Cell classes on the final placement:
The bar under the picture is 100 µm long.
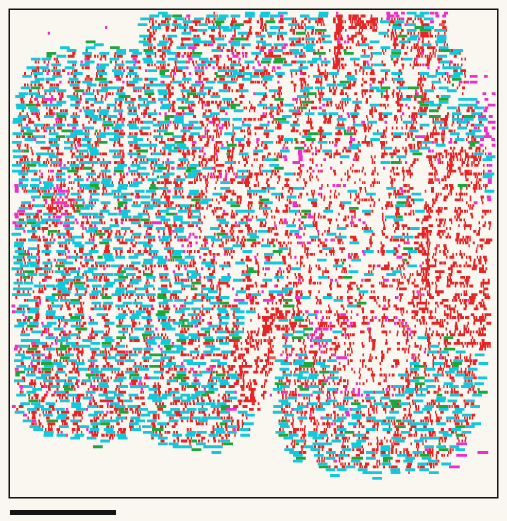
Signal metal coverage by tile:
The bar under the picture is 100 µm long. The die is cut into 23 by 23 equal tiles; dark purple is low, yellow is high, scaled to the fullest tile. Values are wire area over tile area, all layers added.
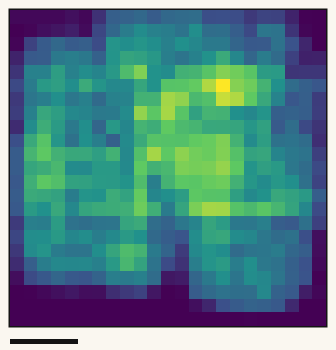
Port wiring:
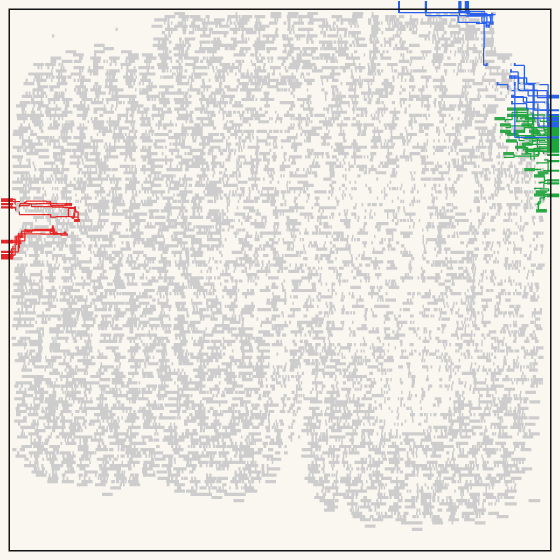
Routing congestion map:
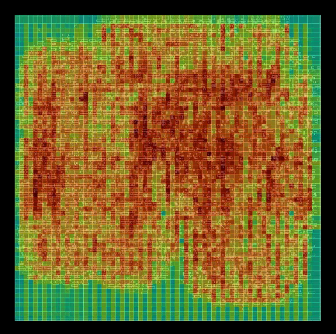
`src/rtl/pcm_voice_engine.sv`:
```
// Multi-channel PCM voice engine: walks every voice once per frame,
// fetches ROM bytes, decodes 8/16-bit or 4-bit DPCM and emits samples.
module pcm_voice_engine #(
    parameter int CHANNELS = 8,
    parameter int ADDR_W   = 24,
    parameter int PITCH_W  = 24
) (
    input  logic              CLK,
    input  logic              NRES,
    input  logic              wr_en,
    input  logic [9:0]        wr_addr,
    input  logic [7:0]        wr_data,
    input  logic              frame_start,
    output logic              rom_req,
    output logic [ADDR_W-1:0] rom_addr,
    input  logic              rom_ack,
    input  logic [7:0]        rom_data,
    output logic              smp_valid,
    output logic [2:0]        smp_ch,
    output logic [15:0]       smp_data,
    output logic              frame_done,
    output logic              frame_ovr
);

    typedef enum logic [2:0] {
        IDLE, LOAD, FETCH_LO, FETCH_HI, DECODE, EMIT, ADVANCE
    } state_e;

    state_e state_q, state_d;

    logic [PITCH_W-1:0] pitch_q [CHANNELS];
    logic [ADDR_W-1:0]  start_q [CHANNELS];
    logic [ADDR_W-1:0]  loop_q  [CHANNELS];
    logic [2:0]         mode_q  [CHANNELS];
    logic [CHANNELS-1:0] pend_on_q, pend_off_q;

    logic [ADDR_W:0]     pos_q  [CHANNELS];
    logic [ADDR_W:0]     lpos_q [CHANNELS];
    logic [15:0]         frac_q [CHANNELS];
    logic signed [15:0]  acc_q  [CHANNELS];
    logic [CHANNELS-1:0] active_q, first_q;

    logic [2:0]        ch_q;
    logic [7:0]        lo_q, hi_q;
    logic [15:0]       smp_q;
    logic              looped_q;
    logic              rom_req_q;
    logic [ADDR_W-1:0] rom_addr_q;
    logic              frame_done_q, frame_ovr_q;

    function automatic logic [23:0] put_byte(
        input logic [23:0] old,
        input logic [1:0]  idx,
        input logic [7:0]  d
    );
        logic [23:0] r;
        r = old;
        case (idx)
            2'd0:    r[7:0]   = d;
            2'd1:    r[15:8]  = d;
            2'd2:    r[23:16] = d;
            default: r = old;
        endcase
        return r;
    endfunction

    function automatic logic signed [7:0] dpcm_delta(input logic [3:0] n);
        logic signed [7:0] r;
        case (n)
            4'd0:    r = 8'sd0;
            4'd1:    r = 8'sd1;
            4'd2:    r = 8'sd4;
            4'd3:    r = 8'sd9;
            4'd4:    r = 8'sd16;
            4'd5:    r = 8'sd25;
            4'd6:    r = 8'sd36;
            4'd7:    r = 8'sd49;
            4'd8:    r = -8'sd64;
            4'd9:    r = -8'sd49;
            4'd10:   r = -8'sd36;
            4'd11:   r = -8'sd25;
            4'd12:   r = -8'sd16;
            4'd13:   r = -8'sd9;
            4'd14:   r = -8'sd4;
            default: r = -8'sd1;
        endcase
        return r;
    endfunction

    logic       wr_ch_ok, key_on_wr, key_off_wr, accept;
    logic [2:0] wr_ch;
    logic [1:0] wr_idx, wr_fld;

    logic [ADDR_W:0]    cur_pos;
    logic signed [15:0] cur_acc;
    logic               is16, isdp, loop_en, marker, dp_apply, last_ch;
    logic [ADDR_W-1:0]  addr_lo;
    logic [3:0]         nib;
    logic signed [17:0] acc_sum;
    logic signed [15:0] acc_sat;
    logic [ADDR_W+16:0] adv_sum;

    // Decode CPU write address and current-channel datapath values.
    always_comb begin
        wr_ch      = wr_addr[6:4];
        wr_fld     = wr_addr[3:2];
        wr_idx     = wr_addr[1:0];
        wr_ch_ok   = wr_en && (wr_addr[9:7] == 3'd0)
                     && ({29'd0, wr_ch} < 32'(CHANNELS));
        key_on_wr  = wr_en && (wr_addr == 10'h200);
        key_off_wr = wr_en && (wr_addr == 10'h201);
        accept     = (state_q == IDLE) && frame_start;

        cur_pos  = pos_q[ch_q];
        cur_acc  = acc_q[ch_q];
        is16     = (mode_q[ch_q][1:0] == 2'b01);
        isdp     = (mode_q[ch_q][1:0] == 2'b10);
        loop_en  = mode_q[ch_q][2];
        last_ch  = (ch_q == 3'(CHANNELS - 1));

        if (is16) begin
            addr_lo = start_q[ch_q] + ADDR_W'({cur_pos, 1'b0});
        end else if (isdp) begin
            addr_lo = start_q[ch_q] + ADDR_W'(cur_pos >> 1);
        end else begin
            addr_lo = start_q[ch_q] + ADDR_W'(cur_pos);
        end

        if (is16) begin
            marker = ({hi_q, lo_q} == 16'h8000);
        end else if (isdp) begin
            marker = (lo_q == 8'h88);
        end else begin
            marker = (lo_q == 8'h80);
        end

        nib      = cur_pos[0] ? lo_q[7:4] : lo_q[3:0];
        dp_apply = first_q[ch_q] || (cur_pos != lpos_q[ch_q]);
        acc_sum  = 18'(cur_acc) + (18'(dpcm_delta(nib)) <<< 8);
        if (acc_sum > 18'sd32767) begin
            acc_sat = 16'sh7fff;
        end else if (acc_sum < -18'sd32768) begin
            acc_sat = 16'sh8000;
        end else begin
            acc_sat = acc_sum[15:0];
        end

        adv_sum = {cur_pos, frac_q[ch_q]}
                  + (ADDR_W + 17)'(pitch_q[ch_q]);
    end

    // CPU register file and pending key-on/off bits.
    always_ff @(posedge CLK or negedge NRES) begin
        if (!NRES) begin
            for (int c = 0; c < CHANNELS; c++) begin
                pitch_q[c] <= '0;
                start_q[c] <= '0;
                loop_q[c]  <= '0;
                mode_q[c]  <= '0;
            end
            pend_on_q  <= '0;
            pend_off_q <= '0;
        end else begin
            for (int c = 0; c < CHANNELS; c++) begin
                if (wr_ch_ok && (wr_ch == 3'(c))) begin
                    case (wr_fld)
                        2'd0: pitch_q[c] <= PITCH_W'(put_byte(
                                  24'(pitch_q[c]), wr_idx, wr_data));
                        2'd1: start_q[c] <= ADDR_W'(put_byte(
                                  24'(start_q[c]), wr_idx, wr_data));
                        2'd2: loop_q[c]  <= ADDR_W'(put_byte(
                                  24'(loop_q[c]), wr_idx, wr_data));
                        default: begin
                            if (wr_idx == 2'd0) mode_q[c] <= wr_data[2:0];
                        end
                    endcase
                end
            end
            pend_on_q  <= (accept ? '0 : pend_on_q)
                          | (key_on_wr ? wr_data[CHANNELS-1:0] : '0);
            pend_off_q <= (accept ? '0 : pend_off_q)
                          | (key_off_wr ? wr_data[CHANNELS-1:0] : '0);
        end
    end

    // Sequencer state register.
    always_ff @(posedge CLK or negedge NRES) begin
        if (!NRES) state_q <= IDLE;
        else       state_q <= state_d;
    end

    // Sequencer next-state logic.
    always_comb begin
        state_d = state_q;
        unique case (state_q)
            IDLE:     if (frame_start) state_d = LOAD;
            LOAD:     state_d = active_q[ch_q] ? FETCH_LO : EMIT;
            FETCH_LO: if (rom_req_q && rom_ack) state_d = is16 ? FETCH_HI : DECODE;
            FETCH_HI: if (rom_req_q && rom_ack) state_d = DECODE;
            DECODE:   state_d = (marker && loop_en && !looped_q) ? FETCH_LO : EMIT;
            EMIT:     state_d = ADVANCE;
            ADVANCE:  state_d = last_ch ? IDLE : LOAD;
            default:  state_d = IDLE;
        endcase
    end

    // Channel state, ROM handshake and sample formation.
    always_ff @(posedge CLK or negedge NRES) begin
        if (!NRES) begin
            for (int c = 0; c < CHANNELS; c++) begin
                pos_q[c]  <= '0;
                lpos_q[c] <= '0;
                frac_q[c] <= '0;
                acc_q[c]  <= '0;
            end
            active_q     <= '0;
            first_q      <= '0;
            ch_q         <= '0;
            lo_q         <= '0;
            hi_q         <= '0;
            smp_q        <= '0;
            looped_q     <= 1'b0;
            rom_req_q    <= 1'b0;
            rom_addr_q   <= '0;
            frame_done_q <= 1'b0;
            frame_ovr_q  <= 1'b0;
        end else begin
            frame_done_q <= 1'b0;
            frame_ovr_q  <= frame_start && (state_q != IDLE);
            unique case (state_q)
                IDLE: begin
                    if (frame_start) begin
                        ch_q <= '0;
                        for (int c = 0; c < CHANNELS; c++) begin
                            if (pend_off_q[c]) begin
                                active_q[c] <= 1'b0;
                            end else if (pend_on_q[c]) begin
                                active_q[c] <= 1'b1;
                                first_q[c]  <= 1'b1;
                                pos_q[c]    <= '0;
                                frac_q[c]   <= '0;
                                acc_q[c]    <= '0;
                            end
                        end
                    end
                end
                LOAD: begin
                    looped_q <= 1'b0;
                    if (!active_q[ch_q]) smp_q <= '0;
                end
                FETCH_LO: begin
                    if (!rom_req_q) begin
                        rom_addr_q <= addr_lo;
                        rom_req_q  <= 1'b1;
                    end else if (rom_ack) begin
                        lo_q      <= rom_data;
                        rom_req_q <= 1'b0;
                    end
                end
                FETCH_HI: begin
                    if (!rom_req_q) begin
                        rom_addr_q <= addr_lo + ADDR_W'(1);
                        rom_req_q  <= 1'b1;
                    end else if (rom_ack) begin
                        hi_q      <= rom_data;
                        rom_req_q <= 1'b0;
                    end
                end
                DECODE: begin
                    if (marker) begin
                        if (loop_en && !looped_q) begin
                            pos_q[ch_q] <= {1'b0, loop_q[ch_q]};
                            looped_q    <= 1'b1;
                        end else begin
                            active_q[ch_q] <= 1'b0;
                            smp_q          <= '0;
                        end
                    end else if (is16) begin
                        smp_q <= {hi_q, lo_q};
                    end else if (isdp) begin
                        lpos_q[ch_q] <= cur_pos;
                        if (dp_apply) begin
                            acc_q[ch_q] <= acc_sat;
                            smp_q       <= acc_sat;
                        end else begin
                            smp_q <= cur_acc;
                        end
                    end else begin
                        smp_q <= {lo_q, 8'h00};
                    end
                end
                ADVANCE: begin
                    if (active_q[ch_q]) begin
                        {pos_q[ch_q], frac_q[ch_q]} <= adv_sum;
                        first_q[ch_q] <= 1'b0;
                    end
                    if (last_ch) frame_done_q <= 1'b1;
                    else         ch_q <= ch_q + 3'd1;
                end
                default: ;
            endcase
        end
    end

    assign rom_req    = rom_req_q;
    assign rom_addr   = rom_addr_q;
    assign smp_valid  = (state_q == EMIT);
    assign smp_ch     = (state_q == EMIT) ? ch_q : 3'd0;
    assign smp_data   = (state_q == EMIT) ? smp_q : 16'd0;
    assign frame_done = frame_done_q;
    assign frame_ovr  = frame_ovr_q;

endmodule

```
`config.mk`:
```
export PLATFORM = sky130hd
export DESIGN_NAME = pcm_voice_engine
export DESIGN_NICKNAME = d
export VERILOG_FILES = /design/src/rtl/pcm_voice_engine.sv
export SDC_FILE = /design/constraint.sdc
export NUM_CORES = 2
export LEC_CHECK = 0
export ABC_AREA = 1
export CORE_UTILIZATION = 34
export DETAILED_ROUTE_END_ITERATION = 6
export GPL_TIMING_DRIVEN = 0
export PLACE_DENSITY = 0.52
export SYNTH_ARGS = -nofsm -noshare
export SYNTH_HDL_FRONTEND = slang
export SYNTH_SLANG_ARGS = --single-unit
```
`constraint.sdc`:
```
create_clock -name CLK -period 10.7 [get_ports CLK]
set_clock_uncertainty 0.1 [all_clocks]
set_input_delay 2.14 -clock CLK [delete_from_list [all_inputs] [get_ports CLK]]
set_output_delay 2.14 -clock CLK [all_outputs]
set_load 0.1 [all_outputs]
```
==> flow_summary.ini <==
; yosys + openroad results
[run_status]
outcome = finished with violations
violations = DRC, capacitance limit, slew limit

[clocking]
numCtsBuffers = 162
cts_resized = 0
numClockSinks = 1354
htreeDepth = 4
clk_path_buf_depth = 3
clkSlewWorstSetupHoldPaths_ns = 0.06
cts_tree = yes
clk_root_buffer_cell = clkbuf_16
postCtsHoldBufs = 0
cts_setup_buffers = 0
clock.latency.late_pin_ns = 0.87

[pwr]
p_sw_share_pct = 48.5
seq-power_w = 0.00545
share_comb_of_total_power_pct = 43.6
seqPwrFrac_pct = 27.1
power.group.top = combinational logic
p_per_area_nw_per_um2 = 244
powerComb_w = 0.00875
power.internal_w = 0.0103
irDropWorstVdd_mv = 0.227
total_power_w = 0.0201
pwr-share-clk_pct = 29.3
p_leak_nw = 39.5
p_sw_w = 0.00973
clock_power_w = 0.00587

[die]
die_w_um = 461
chipArea_um2 = 213000
initCoreUtil_pct = 34.2
fp.dieH_um = 461
placementRows = 168
tapcell.inserted = 2805

[logic_synthesis]
top_cell_area_share_pct = 47.2
ys_cells = 9545
netlist_instances = 9545
yosys_warnings = 0
yosys-top-cells-area = dfrtp_1 47%, nand2_1 19%, o21ai_0 7.7%
synth-async-reset-ratio_pct = 100
yosys_area_um2 = 71700
synthesis.nets = 9663
yosysSeqAreaShare_pct = 47.2
flop_cell = dfrtp_1
synth-seq-cells = 1354
syn-mean-instance-area_um2 = 7.52
syn_area_um2 = 71700
enable_flop_cells = 0
top_area_cell = dfrtp_1
synthDistinctLibCells = 56

[final_layout]
fin_nets = 9932
clockBufferCount = 245
logic_gates = 6781
regArea_um2 = 33900
inv_count = 855
reg_top3 = lpos_q x200, pos_q x200
final_common_cell = nand2_1
signal_buffers = 660
n_fill_cell = 22100
areaGrowthSynthToFinish_pct = 14.7
antenna_cells = 11
mostFrequentLayoutCells = 3,577 x nand2_1, 1,354 x dfrtp_1, 1,103 x o21ai_0
drive_above_1_share_pct = 5.50
largest_class = flip-flops and latches
buffer_area_share_pct = 4.68
comb_area_um2 = 32200
clk_share_pct = 6.83
instances_no_fill = 12800
comb_area_share_pct = 39.1
seq_cells = 1354

[critical_path]
crit_path_end_kind = flop
criticalPathCategory = reg -> reg
path_common_cell = a21oi_1
cp_slowest_cell = clkbuf_1
crit_family = buffers and inverters
slowest_delay_ns = 1.07
crit_buf_inv = 7
worstPathCellList = inv_1, clkbuf_1, nand2_1, nor2_4, buf_2, buf_1, clkbuf_1, clkbuf_1, a21oi_1, nand4_1, ha_1, a21oi_1, o21ai_0, a21oi_1, nand3_1, a21oi_1, nor2_1, xor2_1, buf_4, o21ai_0, nand2_1, nand2_1
path_max_fanout = 10
cp.required_ns = 11.32
crit_path_start_kind = flop
reg2reg_from = ch_q[2]
critPathArrivalTime_ns = 10.92
startpoint = ch_q[2]

[worst_hold_path]
min_path_type = reg -> reg
holdCritStartpoint = acc_q[30]

[placed_design]
gp_congestion = 1.01
post-dp-hpwl_um = 277000
place_ws_ns = 0.993
dpl_cell_area_um2 = 76600
place_inst = 12500

[grt]
grt_pass1_vias = 68600
grt_pass1_wl_um = 524000
grt_max_degree = 181
antenna_found_initial = 26
grt_overflow = 0

[sta]
max_freq_mhz = 97.1
period_used_pct = 96.3
finalSetupTns_ns = 0
hold_viol_final = 0
relSlewSlack_pct = -4.70
grt_setup_unrepaired = no
hold_ws_ns = 0.372
slew_violations = 38
min_period_ns = 10.30
worst_pin_slew_ns = 1.56
setup_viol = 0
setup_ws_ns = 0.401

[route]
wl_met1_um = 153000
top_layer_used = met5
drt_pass1_iterations = 7
vias_per_cell = 5.69
postRouteAntennaNets = 0
drc = 1
dr_wl_met2_um = 160000
drtIter0Drc = 9437
dr_wl_met3_um = 39900

[flow_run]
cap_violations = 5
warnings = 75
-- 'cell classes on the final placement' (at the start) --
color	class	cells
magenta	other buffers and delay cells	660
red	all other logic	7,636
green	clock drivers and dummy loads	301
cyan	flip-flops	1,354
final core utilization: 39.3%
Core Footprint: 210,000 µm²
sequential share of cell area: 41.2%
Finished Cell Area: 82,300 µm²

-- 'signal metal coverage by tile' (at the start) --
nearly empty tiles	10%
tiles over half the peak	35%
emptiest ninth of the die	south-west
routed wire length: 377,000 µm
Total GRT Usage: 34.9%
via count: 72,700

-- 'port wiring' (at the start) --
color	port	bits	direction	edge	end cells	buffers	wire
blue	smp_data	16	output	10 east, 6 north	16	16	915 µm
green	rom_addr	24	output	east	24	24	750 µm
red	wr_addr	10	input	west	20	10	540 µm
# port buffers: 76
IO Count: 78

-- 'routing congestion map' (at the start) --
gr busiest metal: met2
grt met1 use: 45.7%
wire per inst: 29.5 µm
met2 Use GR: 51.4%

-- routing by layer --
metal,up-vias,global-route usage (%)
li1,31800,-
met5,-,1.08
met1,36000,45.7
met2,3940,51.4
met4,12,19.8
met3,868,9.70
-- cell usage after synthesis (8+ instances only) --
master	n
nand2_1	3577
nor3_1	44
xnor2_1	21
o31ai_1	16
o221ai_1	12
o21ai_1	79
or2_2	10
a221oi_1	94
a22oi_1	148
o211ai_1	9
buf_2	86
clkinv_1	12
ha_1	83
o21bai_1	13
buf_4	38
nand3_1	251
nand3b_1	18
clkbuf_1	362
nand4_1	198
o2bb2ai_1	8
nor2_2	8
nor2_1	434
a22o_1	46
buf_1	43
nand3_2	8
a211oi_1	21
nand2_2	11
xor2_1	31
dfrtp_1	1354
inv_1	819
o21ai_0	1103
a21oi_1	159
mux2i_1	47
a31oi_1	12
o22ai_1	243
buf_6	26
o2111ai_1	22
inv_2	24
-- path summary, 6_finish.rpt --
kind / slack (ns) / to / cells after the start
max: 0.40 / pos_q[166] / 22
min: 0.37 / acc_q[30] / 2
max reg2reg: 0.40 / pos_q[166] / 22
min reg2reg: 0.37 / acc_q[30] / 2
max in group asynchronous: 6.07 / loop_q[148] / 5
min in group asynchronous: 1.01 / lpos_q[163] / 1
-- tightest hold or removal path, delay by kind of cell (launching register included) --
family	cells	cell delay [ns]
simple gates	2	0.10
flops	1	0.34
-- cells by family (layout without fill, tap and decap cells) --
group                    Yosys count  in the layout  synth area share, %
AND-OR/OR-AND                   2005           2005                 16.2
XOR/XNOR                          56             56                0.726
adder cells (fa/ha/maj)           87             87                 1.56
buffers and inverters           1410           1816                 8.00
flip-flops                      1354           1354                 47.2
multiplexers                      47             47                0.656
other                              0             11                    0
AND/OR/NAND/NOR                 4586           4586                 25.6
Power is estimated from default activity; no workload was simulated.
